File: config.mk
export PLATFORM = sky130hd
export DESIGN_NAME = mem_arbiter_flat
export DESIGN_NICKNAME = d
export VERILOG_FILES = /design/src/rtl/tiny16_pkg.sv /design/src/rtl/mem_arbiter_if.sv /design/src/rtl/rr_pick.sv /design/src/rtl/mem_arbiter.sv /design/src/flat_wrapper.sv
export SDC_FILE = /design/constraint.sdc
export NUM_CORES = 1
export LEC_CHECK = 0
export CAP_MARGIN = 20
export CORE_MARGIN = 5
export CORE_UTILIZATION = 36
export CTS_CLUSTER_DIAMETER = 150
export DETAILED_ROUTE_END_ITERATION = 8
export GPL_TIMING_DRIVEN = 0
export HOLD_SLACK_MARGIN = 0.08
export PLACE_DENSITY_LB_ADDON = 0.25
export SETUP_SLACK_MARGIN = 0.15
export SLEW_MARGIN = 25
export SYNTH_ARGS = -nofsm -noshare
export SYNTH_HDL_FRONTEND = slang
export SYNTH_SLANG_ARGS = --single-unit
File: constraint.sdc
create_clock -name clk -period 3 [get_ports clk]
set_input_delay 0.9 -clock clk [delete_from_list [all_inputs] [get_ports clk]]
set_output_delay 0.9 -clock clk [all_outputs]
set_load 0.02 [all_outputs]
File: src/rtl/tiny16_pkg.sv
// ============================================================================
// tiny16_pkg : shared types and constants for the tiny16 memory arbiter
// Rev 1.0    : initial release
// ============================================================================
`default_nettype none

package tiny16_pkg;
    localparam int DEF_AW = 16;
    localparam int DEF_DW = 16;

    localparam logic M0 = 1'b0;
    localparam logic M1 = 1'b1;

    typedef enum logic [1:0] {
        ST_OPEN      = 2'd0,
        ST_LOCKED_M0 = 2'd1,
        ST_LOCKED_M1 = 2'd2
    } arb_state_t;
endpackage

`default_nettype wire

File: src/rtl/mem_arbiter_if.sv
// ============================================================================
// mem_arbiter_if : requester and memory-side bus bundle for mem_arbiter
// Rev 1.0        : initial release
// ============================================================================
`default_nettype none

interface mem_arbiter_if
    import tiny16_pkg::*;
#(
    parameter int AW = DEF_AW,
    parameter int DW = DEF_DW
) ();
    logic          req0,  req1;
    logic          lock0, lock1;
    logic          we0,   we1;
    logic [AW-1:0] addr0, addr1;
    logic [DW-1:0] wdata0, wdata1;
    logic          gnt0,  gnt1;
    logic          rvalid0, rvalid1;
    logic [DW-1:0] rdata;
    logic [AW-1:0] mem_addr;
    logic          mem_we;
    logic [DW-1:0] mem_wdata;
    logic [DW-1:0] mem_rdata;

    // Arbiter side
    modport slave (
        input  req0, req1, lock0, lock1, we0, we1, addr0, addr1, wdata0, wdata1,
        input  mem_rdata,
        output gnt0, gnt1, rvalid0, rvalid1, rdata, mem_addr, mem_we, mem_wdata
    );

    // Requester / memory model side
    modport master (
        output req0, req1, lock0, lock1, we0, we1, addr0, addr1, wdata0, wdata1,
        output mem_rdata,
        input  gnt0, gnt1, rvalid0, rvalid1, rdata, mem_addr, mem_we, mem_wdata
    );
endinterface

`default_nettype wire

File: src/rtl/rr_pick.sv
// ============================================================================
// rr_pick : combinational two-way round-robin selector (ties go to !last)
// Rev 1.0 : initial release
// ============================================================================
`default_nettype none

module rr_pick
    import tiny16_pkg::*;
(
    input  logic [1:0] req,
    input  logic       last,
    output logic [1:0] gnt
);
    always_comb begin
        gnt = 2'b00;
        if (req[0] && (!req[1] || last == M1)) begin
            gnt = 2'b01;
        end else if (req[1]) begin
            gnt = 2'b10;
        end
    end
endmodule

`default_nettype wire

File: src/rtl/mem_arbiter.sv
// ============================================================================
// mem_arbiter : round-robin arbiter for the unified tiny16 memory with
//               bounded burst lock. MEM_ARBITER_STATS_EN adds grant/wait counters.
// Rev 1.0     : initial release
// ============================================================================
`default_nettype none

module mem_arbiter
    import tiny16_pkg::*;
#(
    parameter int AW       = DEF_AW,
    parameter int DW       = DEF_DW,
    parameter int MAX_LOCK = 8
) (
    input  logic          clk,
    input  logic          rst_n,
    mem_arbiter_if.slave  bus
`ifdef MEM_ARBITER_STATS_EN
    ,
    output logic [15:0]   gcnt0,
    output logic [15:0]   gcnt1,
    output logic [15:0]   wait1
`endif
);
    localparam logic [7:0] MAX_CNT = 8'(MAX_LOCK);

    arb_state_t    state;
    logic          last;
    logic [7:0]    lock_cnt;
    logic [7:0]    cnt_nxt;
    logic [1:0]    req_v;
    logic [1:0]    pick;
    logic [1:0]    gnt;
    logic          own_m;
    logic          own_req;
    logic          own_lock;
    logic          own_gnt;
    logic          other_req;
    logic [AW-1:0] cur_addr;
    logic [DW-1:0] cur_wdata;
    logic          cur_we;
    logic [AW-1:0] addr_hold;
    logic [DW-1:0] wdata_hold;

    assign req_v = {bus.req1, bus.req0};

    rr_pick u_pick (
        .req  (req_v),
        .last (last),
        .gnt  (pick)
    );

    always_comb begin
        gnt = 2'b00;
        if (rst_n) begin
            case (state)
                ST_OPEN:      gnt = pick;
                ST_LOCKED_M0: gnt = {1'b0, bus.req0};
                ST_LOCKED_M1: gnt = {bus.req1, 1'b0};
                default:      gnt = 2'b00;
            endcase
        end
    end

    // "own" is the locking master in LOCKED_x, or the granted master in OPEN
    assign own_m     = (state == ST_LOCKED_M1) || ((state == ST_OPEN) && gnt[1]);
    assign own_req   = own_m ? bus.req1  : bus.req0;
    assign own_lock  = own_m ? bus.lock1 : bus.lock0;
    assign other_req = own_m ? bus.req0  : bus.req1;
    assign own_gnt   = |gnt;
    assign cnt_nxt   = (own_gnt && (lock_cnt != MAX_CNT)) ? lock_cnt + 8'd1 : lock_cnt;

    assign cur_addr  = gnt[1] ? bus.addr1  : bus.addr0;
    assign cur_wdata = gnt[1] ? bus.wdata1 : bus.wdata0;
    assign cur_we    = gnt[1] ? bus.we1    : bus.we0;

    assign bus.gnt0      = gnt[0];
    assign bus.gnt1      = gnt[1];
    assign bus.mem_addr  = own_gnt ? cur_addr  : addr_hold;
    assign bus.mem_wdata = own_gnt ? cur_wdata : wdata_hold;
    assign bus.mem_we    = own_gnt & cur_we;
    assign bus.rdata     = bus.mem_rdata;

    always_ff @(posedge clk or negedge rst_n) begin
        if (!rst_n) begin
            state       <= ST_OPEN;
            last        <= M1;
            lock_cnt    <= 8'd0;
            bus.rvalid0 <= 1'b0;
            bus.rvalid1 <= 1'b0;
            addr_hold   <= '0;
            wdata_hold  <= '0;
        end else begin
            bus.rvalid0 <= gnt[0] & ~bus.we0;
            bus.rvalid1 <= gnt[1] & ~bus.we1;
            if (own_gnt) begin
                last       <= gnt[1];
                addr_hold  <= cur_addr;
                wdata_hold <= cur_wdata;
            end
            case (state)
                ST_OPEN: begin
                    // With MAX_LOCK==1 a contested first grant already exhausts the lock
                    if (own_gnt && own_lock && !(other_req && (MAX_CNT == 8'd1))) begin
                        state    <= gnt[1] ? ST_LOCKED_M1 : ST_LOCKED_M0;
                        lock_cnt <= 8'd1;
                    end
                end
                ST_LOCKED_M0, ST_LOCKED_M1: begin
                    if ((own_gnt && !own_lock) ||
                        (!own_req && !own_lock) ||
                        (other_req && (cnt_nxt == MAX_CNT))) begin
                        state    <= ST_OPEN;
                        lock_cnt <= 8'd0;
                    end else begin
                        lock_cnt <= cnt_nxt;
                    end
                end
                default: begin
                    state    <= ST_OPEN;
                    lock_cnt <= 8'd0;
                end
            endcase
        end
    end

`ifdef MEM_ARBITER_STATS_EN
    always_ff @(posedge clk or negedge rst_n) begin
        if (!rst_n) begin
            gcnt0 <= 16'd0;
            gcnt1 <= 16'd0;
            wait1 <= 16'd0;
        end else begin
            if (gnt[0] && (gcnt0 != 16'hFFFF)) begin
                gcnt0 <= gcnt0 + 16'd1;
            end
            if (gnt[1] && (gcnt1 != 16'hFFFF)) begin
                gcnt1 <= gcnt1 + 16'd1;
            end
            if (bus.req1 && !gnt[1] && (wait1 != 16'hFFFF)) begin
                wait1 <= wait1 + 16'd1;
            end
        end
    end
`endif
endmodule

`default_nettype wire

File: src/flat_wrapper.sv
// flat-port wrapper written by rule: the top's interface ports become plain ports
module mem_arbiter_flat import tiny16_pkg::*;
#(
    parameter int AW       = DEF_AW,
    parameter int DW       = DEF_DW,
    parameter int MAX_LOCK = 8
)
  (clk, rst_n, bus_req0, bus_req1, bus_lock0, bus_lock1, bus_we0, bus_we1, bus_addr0, bus_addr1, bus_wdata0, bus_wdata1, bus_mem_rdata, bus_gnt0, bus_gnt1, bus_rvalid0, bus_rvalid1, bus_rdata, bus_mem_addr, bus_mem_we, bus_mem_wdata);
  mem_arbiter_if #(.AW(AW), .DW(DW)) bus_i ();
  input  logic clk;
  input  logic rst_n;
  input wire logic [$bits(bus_i.req0)-1:0] bus_req0;
  input wire logic [$bits(bus_i.req1)-1:0] bus_req1;
  input wire logic [$bits(bus_i.lock0)-1:0] bus_lock0;
  input wire logic [$bits(bus_i.lock1)-1:0] bus_lock1;
  input wire logic [$bits(bus_i.we0)-1:0] bus_we0;
  input wire logic [$bits(bus_i.we1)-1:0] bus_we1;
  input wire logic [$bits(bus_i.addr0)-1:0] bus_addr0;
  input wire logic [$bits(bus_i.addr1)-1:0] bus_addr1;
  input wire logic [$bits(bus_i.wdata0)-1:0] bus_wdata0;
  input wire logic [$bits(bus_i.wdata1)-1:0] bus_wdata1;
  input wire logic [$bits(bus_i.mem_rdata)-1:0] bus_mem_rdata;
  output wire logic [$bits(bus_i.gnt0)-1:0] bus_gnt0;
  output wire logic [$bits(bus_i.gnt1)-1:0] bus_gnt1;
  output wire logic [$bits(bus_i.rvalid0)-1:0] bus_rvalid0;
  output wire logic [$bits(bus_i.rvalid1)-1:0] bus_rvalid1;
  output wire logic [$bits(bus_i.rdata)-1:0] bus_rdata;
  output wire logic [$bits(bus_i.mem_addr)-1:0] bus_mem_addr;
  output wire logic [$bits(bus_i.mem_we)-1:0] bus_mem_we;
  output wire logic [$bits(bus_i.mem_wdata)-1:0] bus_mem_wdata;
  assign bus_i.req0 = bus_req0;
  assign bus_i.req1 = bus_req1;
  assign bus_i.lock0 = bus_lock0;
  assign bus_i.lock1 = bus_lock1;
  assign bus_i.we0 = bus_we0;
  assign bus_i.we1 = bus_we1;
  assign bus_i.addr0 = bus_addr0;
  assign bus_i.addr1 = bus_addr1;
  assign bus_i.wdata0 = bus_wdata0;
  assign bus_i.wdata1 = bus_wdata1;
  assign bus_i.mem_rdata = bus_mem_rdata;
  assign bus_gnt0 = bus_i.gnt0;
  assign bus_gnt1 = bus_i.gnt1;
  assign bus_rvalid0 = bus_i.rvalid0;
  assign bus_rvalid1 = bus_i.rvalid1;
  assign bus_rdata = bus_i.rdata;
  assign bus_mem_addr = bus_i.mem_addr;
  assign bus_mem_we = bus_i.mem_we;
  assign bus_mem_wdata = bus_i.mem_wdata;
  mem_arbiter #(.AW(AW), .DW(DW), .MAX_LOCK(MAX_LOCK)) u_core (.clk(clk), .rst_n(rst_n), .bus(bus_i));
endmodule
Figure 1. Sequential cells grouped by signal name (run 1).
Bar = 20 µm. Other sequential cells in the stronger gray, the rest of the logic in the fainter gray.
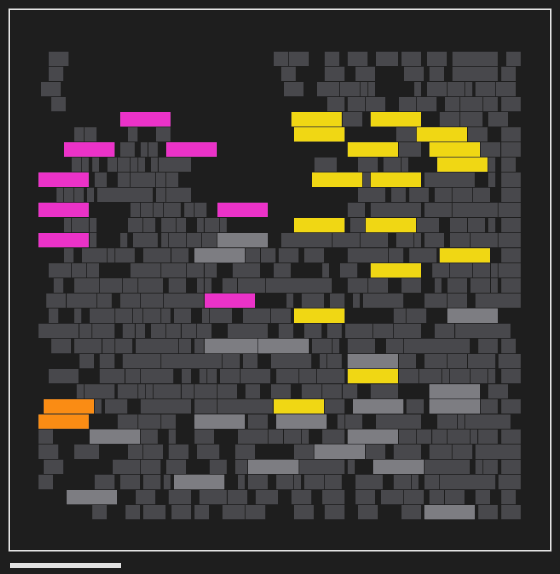
legend:
  u_core.wdata_hold:
    color: yellow
    sequential_cells: 16
  u_core.lock_cnt:
    color: magenta
    sequential_cells: 8
  u_core.state:
    color: orange
    sequential_cells: 2
not colored: 19

Figure 2. Signal metal coverage by tile (run 1).
The die is cut into 19 by 19 equal tiles; dark blue is low, red is high, scaled to the fullest tile. Values are wire area over tile area, all layers added.
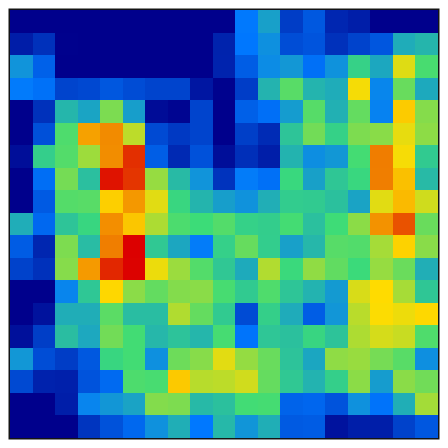
nearly empty tiles: 12%
mean over tiles: 0.16
densest ninth of the die: right middle
fullest tile: 0.42

Figure 3. Drive-strength map (run 1).
Bar = 20 µm.
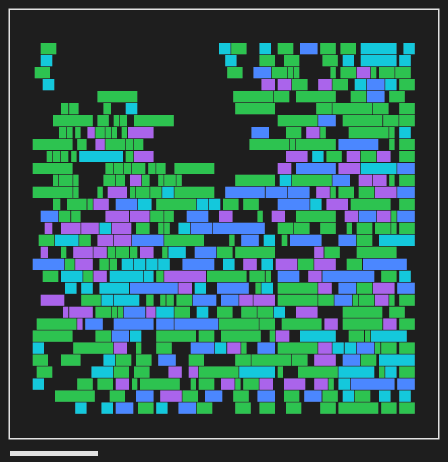
legend:
  _0 and _1 cells:
    color: green
    cells: 244
    share: 55%
  _3 and _4 cells:
    color: cyan
    cells: 70
    share: 16%
  _2 cells:
    color: purple
    cells: 73
    share: 16%
  _6 and larger:
    color: blue
    cells: 58
    share: 13%

==> run notes, run 1 <==
impl run done, here's what came out: mux frac, synth 0.134, pins over their slew limit 0, Inverters 7, Metal-1 WL 4030 µm, chip area 9440 µm², CP arrival 2.28 ns, Layout Cells excl Fill 544, routed length on met3 563 µm, final worst slack -0.182 ns, Crit path depth 10, GR peak layer met2, RSZ-0062 raised after global routing true, Synth Area in Simple Gates 0.136, combinational share of cell area 0.332, Core Util at FP 0.373, area growth from synthesis to layout 87.1%, WHS 0.489 ns, TAP cells 99, asr flop ratio synth 1.00, status finished, violations left, DP Worst Slack -1.37 ns, total power 4.89 mW, routed length per instance 17.2 µm, comb_multi_in 195, sequential group power 1.03 mW, most numerous logic cells after layout clkdlybuf4s50_1, buf_4, dfrtp_1, hold path endpoint u_core.lock_cnt[7], vias per std cell 5.00, Yosys reg bits 45, met3 usage 0.0488, RR Startpoint u_core.state[0], Top delay family on crit path buffers and inverters, Critical Path Max Stage Delay 0.23 ns, post-CTS setup buffer count 19, fa+ha+maj area frac 0.0274, clk_skew 0.00601 ns, DP Area 4280 µm², Setup Viol. Count Final 32, number of global-route vias before repair 2801, crit end category primary output, chip width 97.2 µm, Top Metal Used met4, period utilization 1.06, Top cell area share 0.402, CTS tree built, worst vdd ir 574 µV, failing checks setup timing
Figure 4. Placed standard cells (run 1).
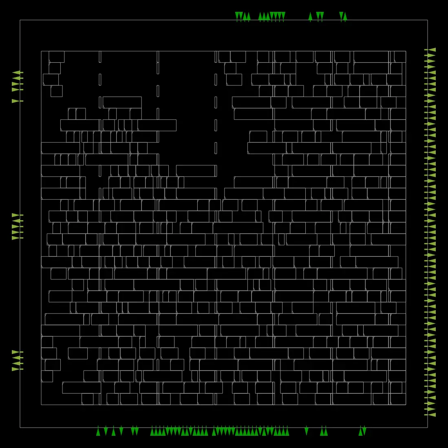

==> run 2: changes to the inputs <==
--- a/config.mk
+++ b/config.mk
@@ -14,7 +14,6 @@
 export HOLD_SLACK_MARGIN = 0.08
 export PLACE_DENSITY_LB_ADDON = 0.25
 export SETUP_SLACK_MARGIN = 0.15
-export SLEW_MARGIN = 25
 export SYNTH_ARGS = -nofsm -noshare
 export SYNTH_HDL_FRONTEND = slang
 export SYNTH_SLANG_ARGS = --single-unit
Figure 5. Placed standard cells (run 2).
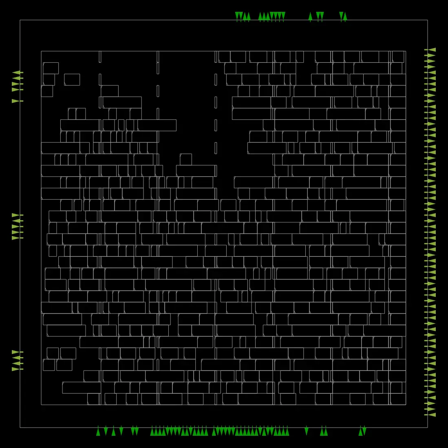
Rows: 31
TAP cells: 99
registers: 45

==> run 2 against run 1 <==
The flow still finishes with violations (setup timing). Synthesized cell count stayed put. Critical path depth is 2 higher. Routed wire length is 3.1% higher. Fmax is 3.6% lower. Clock skew hardly changed. Combinational power is 5.9% higher. Non-clock buffer count is 13 higher. Hold slack worse by 0.0018 ns. Critical endpoint is now bus_mem_wdata[4]. Largest cell class unchanged. Largest power group unchanged. Highest routed layer unchanged.
==> run notes, run 2 <==
impl run done, here's what came out: met3 usage 0.0445, CTS tree built, Inverters 7, vias per std cell 5.03, DP Area 4300 µm², Top delay family on crit path buffers and inverters, combinational share of cell area 0.331, WHS 0.487 ns, Metal-1 WL 4140 µm, most numerous logic cells after layout clkdlybuf4s50_1, buf_4, nand2_1, period utilization 1.10, chip width 97.2 µm, routed length on met3 554 µm, fa+ha+maj area frac 0.0274, Yosys reg bits 45, Setup Viol. Count Final 34, Top cell area share 0.402, sequential group power 1.03 mW, crit end category primary output, Crit path depth 12, pins over their slew limit 0, CP arrival 2.40 ns, post-CTS setup buffer count 26, status finished, violations left, worst vdd ir 605 µV, total power 5.10 mW, Synth Area in Simple Gates 0.136, routed length per instance 17.3 µm, failing checks setup timing, comb_multi_in 195, final worst slack -0.301 ns
Figure 6. Drive-strength map (run 2).
Bar = 20 µm.
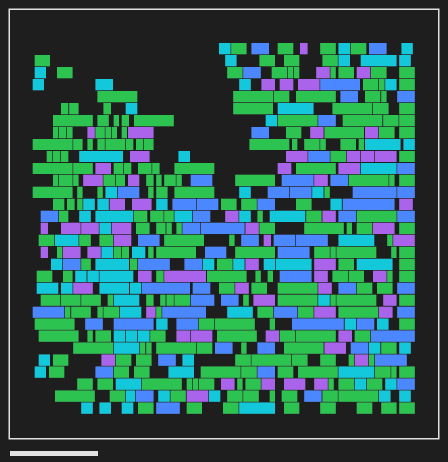
legend:
  _6 and larger:
    color: blue
    cells: 65
    share: 14%
  _2 cells:
    color: purple
    cells: 64
    share: 14%
  _3 and _4 cells:
    color: cyan
    cells: 81
    share: 18%
  _0 and _1 cells:
    color: green
    cells: 248
    share: 54%
Signal buffers: 203
design area: 5310 µm²
area growth from synthesis to layout: 93.9%

Figure 7. Sequential cells grouped by signal name (run 2).
Bar = 20 µm. Other sequential cells in the stronger gray, the rest of the logic in the fainter gray.
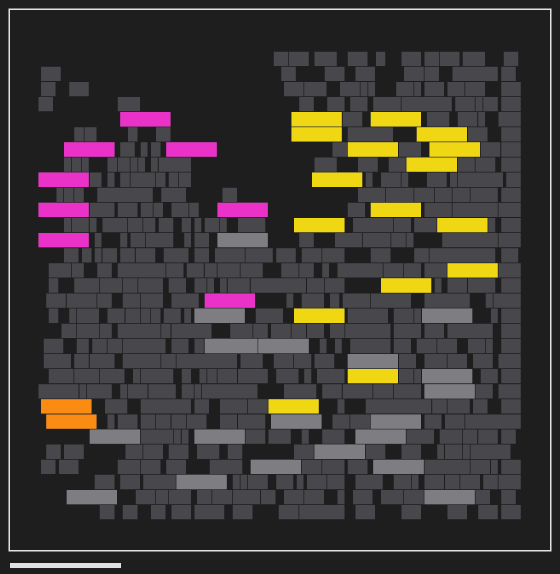

==> run 3: changes to the inputs <==
--- a/config.mk
+++ b/config.mk
@@ -13,7 +13,9 @@
 export GPL_TIMING_DRIVEN = 0
 export HOLD_SLACK_MARGIN = 0.08
 export PLACE_DENSITY_LB_ADDON = 0.25
+export RECOVER_POWER = 50
 export SETUP_SLACK_MARGIN = 0.15
 export SYNTH_ARGS = -nofsm -noshare
 export SYNTH_HDL_FRONTEND = slang
+export SYNTH_HIERARCHICAL = 1
 export SYNTH_SLANG_ARGS = --single-unit
Figure 8. Sequential cells grouped by signal name (run 3).
Bar = 20 µm. Other sequential cells in the stronger gray, the rest of the logic in the fainter gray.
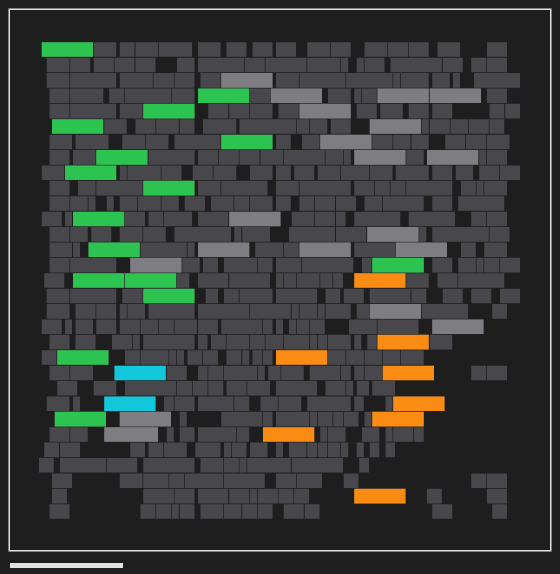
legend:
  u_core/wdata_hold:
    color: green
    sequential_cells: 16
  u_core/state:
    color: cyan
    sequential_cells: 2
  u_core/lock_cnt:
    color: orange
    sequential_cells: 8
not colored: 19

==> run 3 against run 2 <==
The flow finishes with violations (capacitance limit, slew limit, setup timing). Critical path type unchanged. Utilization up 6.8 points. Register-to-register slack worse by 0.10 ns. Critical endpoint is now bus_mem_addr[10]. Sequential share of layout area down 1.4 points. Critical path depth down 2.
==> run notes, run 3 <==
impl run done, here's what came out: status finished, violations left, failing checks capacitance limit, slew limit, setup timing, Layout Cells excl Fill 566, Crit path depth 10, routed length per instance 20.2 µm, TAP cells 99, Inverters 8, Top delay family on crit path buffers and inverters, Critical Path Max Stage Delay 0.23 ns, CP arrival 2.32 ns, post-CTS setup buffer count 28, combinational share of cell area 0.355, Setup Viol. Count Final 33, Top Metal Used met4, mux frac, synth 0.147, asr flop ratio synth 1.00, registers 45, met3 usage 0.0663, crit end category primary output, Yosys reg bits 45, period utilization 1.07, Core Util at FP 0.366, Metal-1 WL 4060 µm, area growth from synthesis to layout 116%, WHS 0.408 ns, RR Startpoint u_core/state[0], # Max-Cap Violations 1, most numerous logic cells after layout clkdlybuf4s50_1, buf_4, dfrtp_1, Rows 31, final worst slack -0.224 ns, Synth Area in Simple Gates 0.129, DP Area 4200 µm², RSZ-0062 raised after global routing true, routed length on met3 840 µm, pins over their slew limit 28, comb_multi_in 193
Figure 9. Routed clock nets over the placement (run 3).
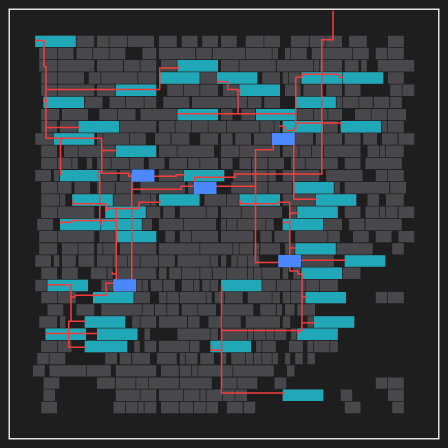
legend:
  clock wires:
    color: red
    length: 630 µm
  clock drivers:
    color: blue
    count: 5
  flip-flops:
    color: cyan
    count: 45
routed clock nets: 6
clock-net power: 0.377 mW
power share of the clock group: 0.066
clk_skew: 0.00682 ns

Power figures rest on the tool's default switching activity, not on a simulated workload.
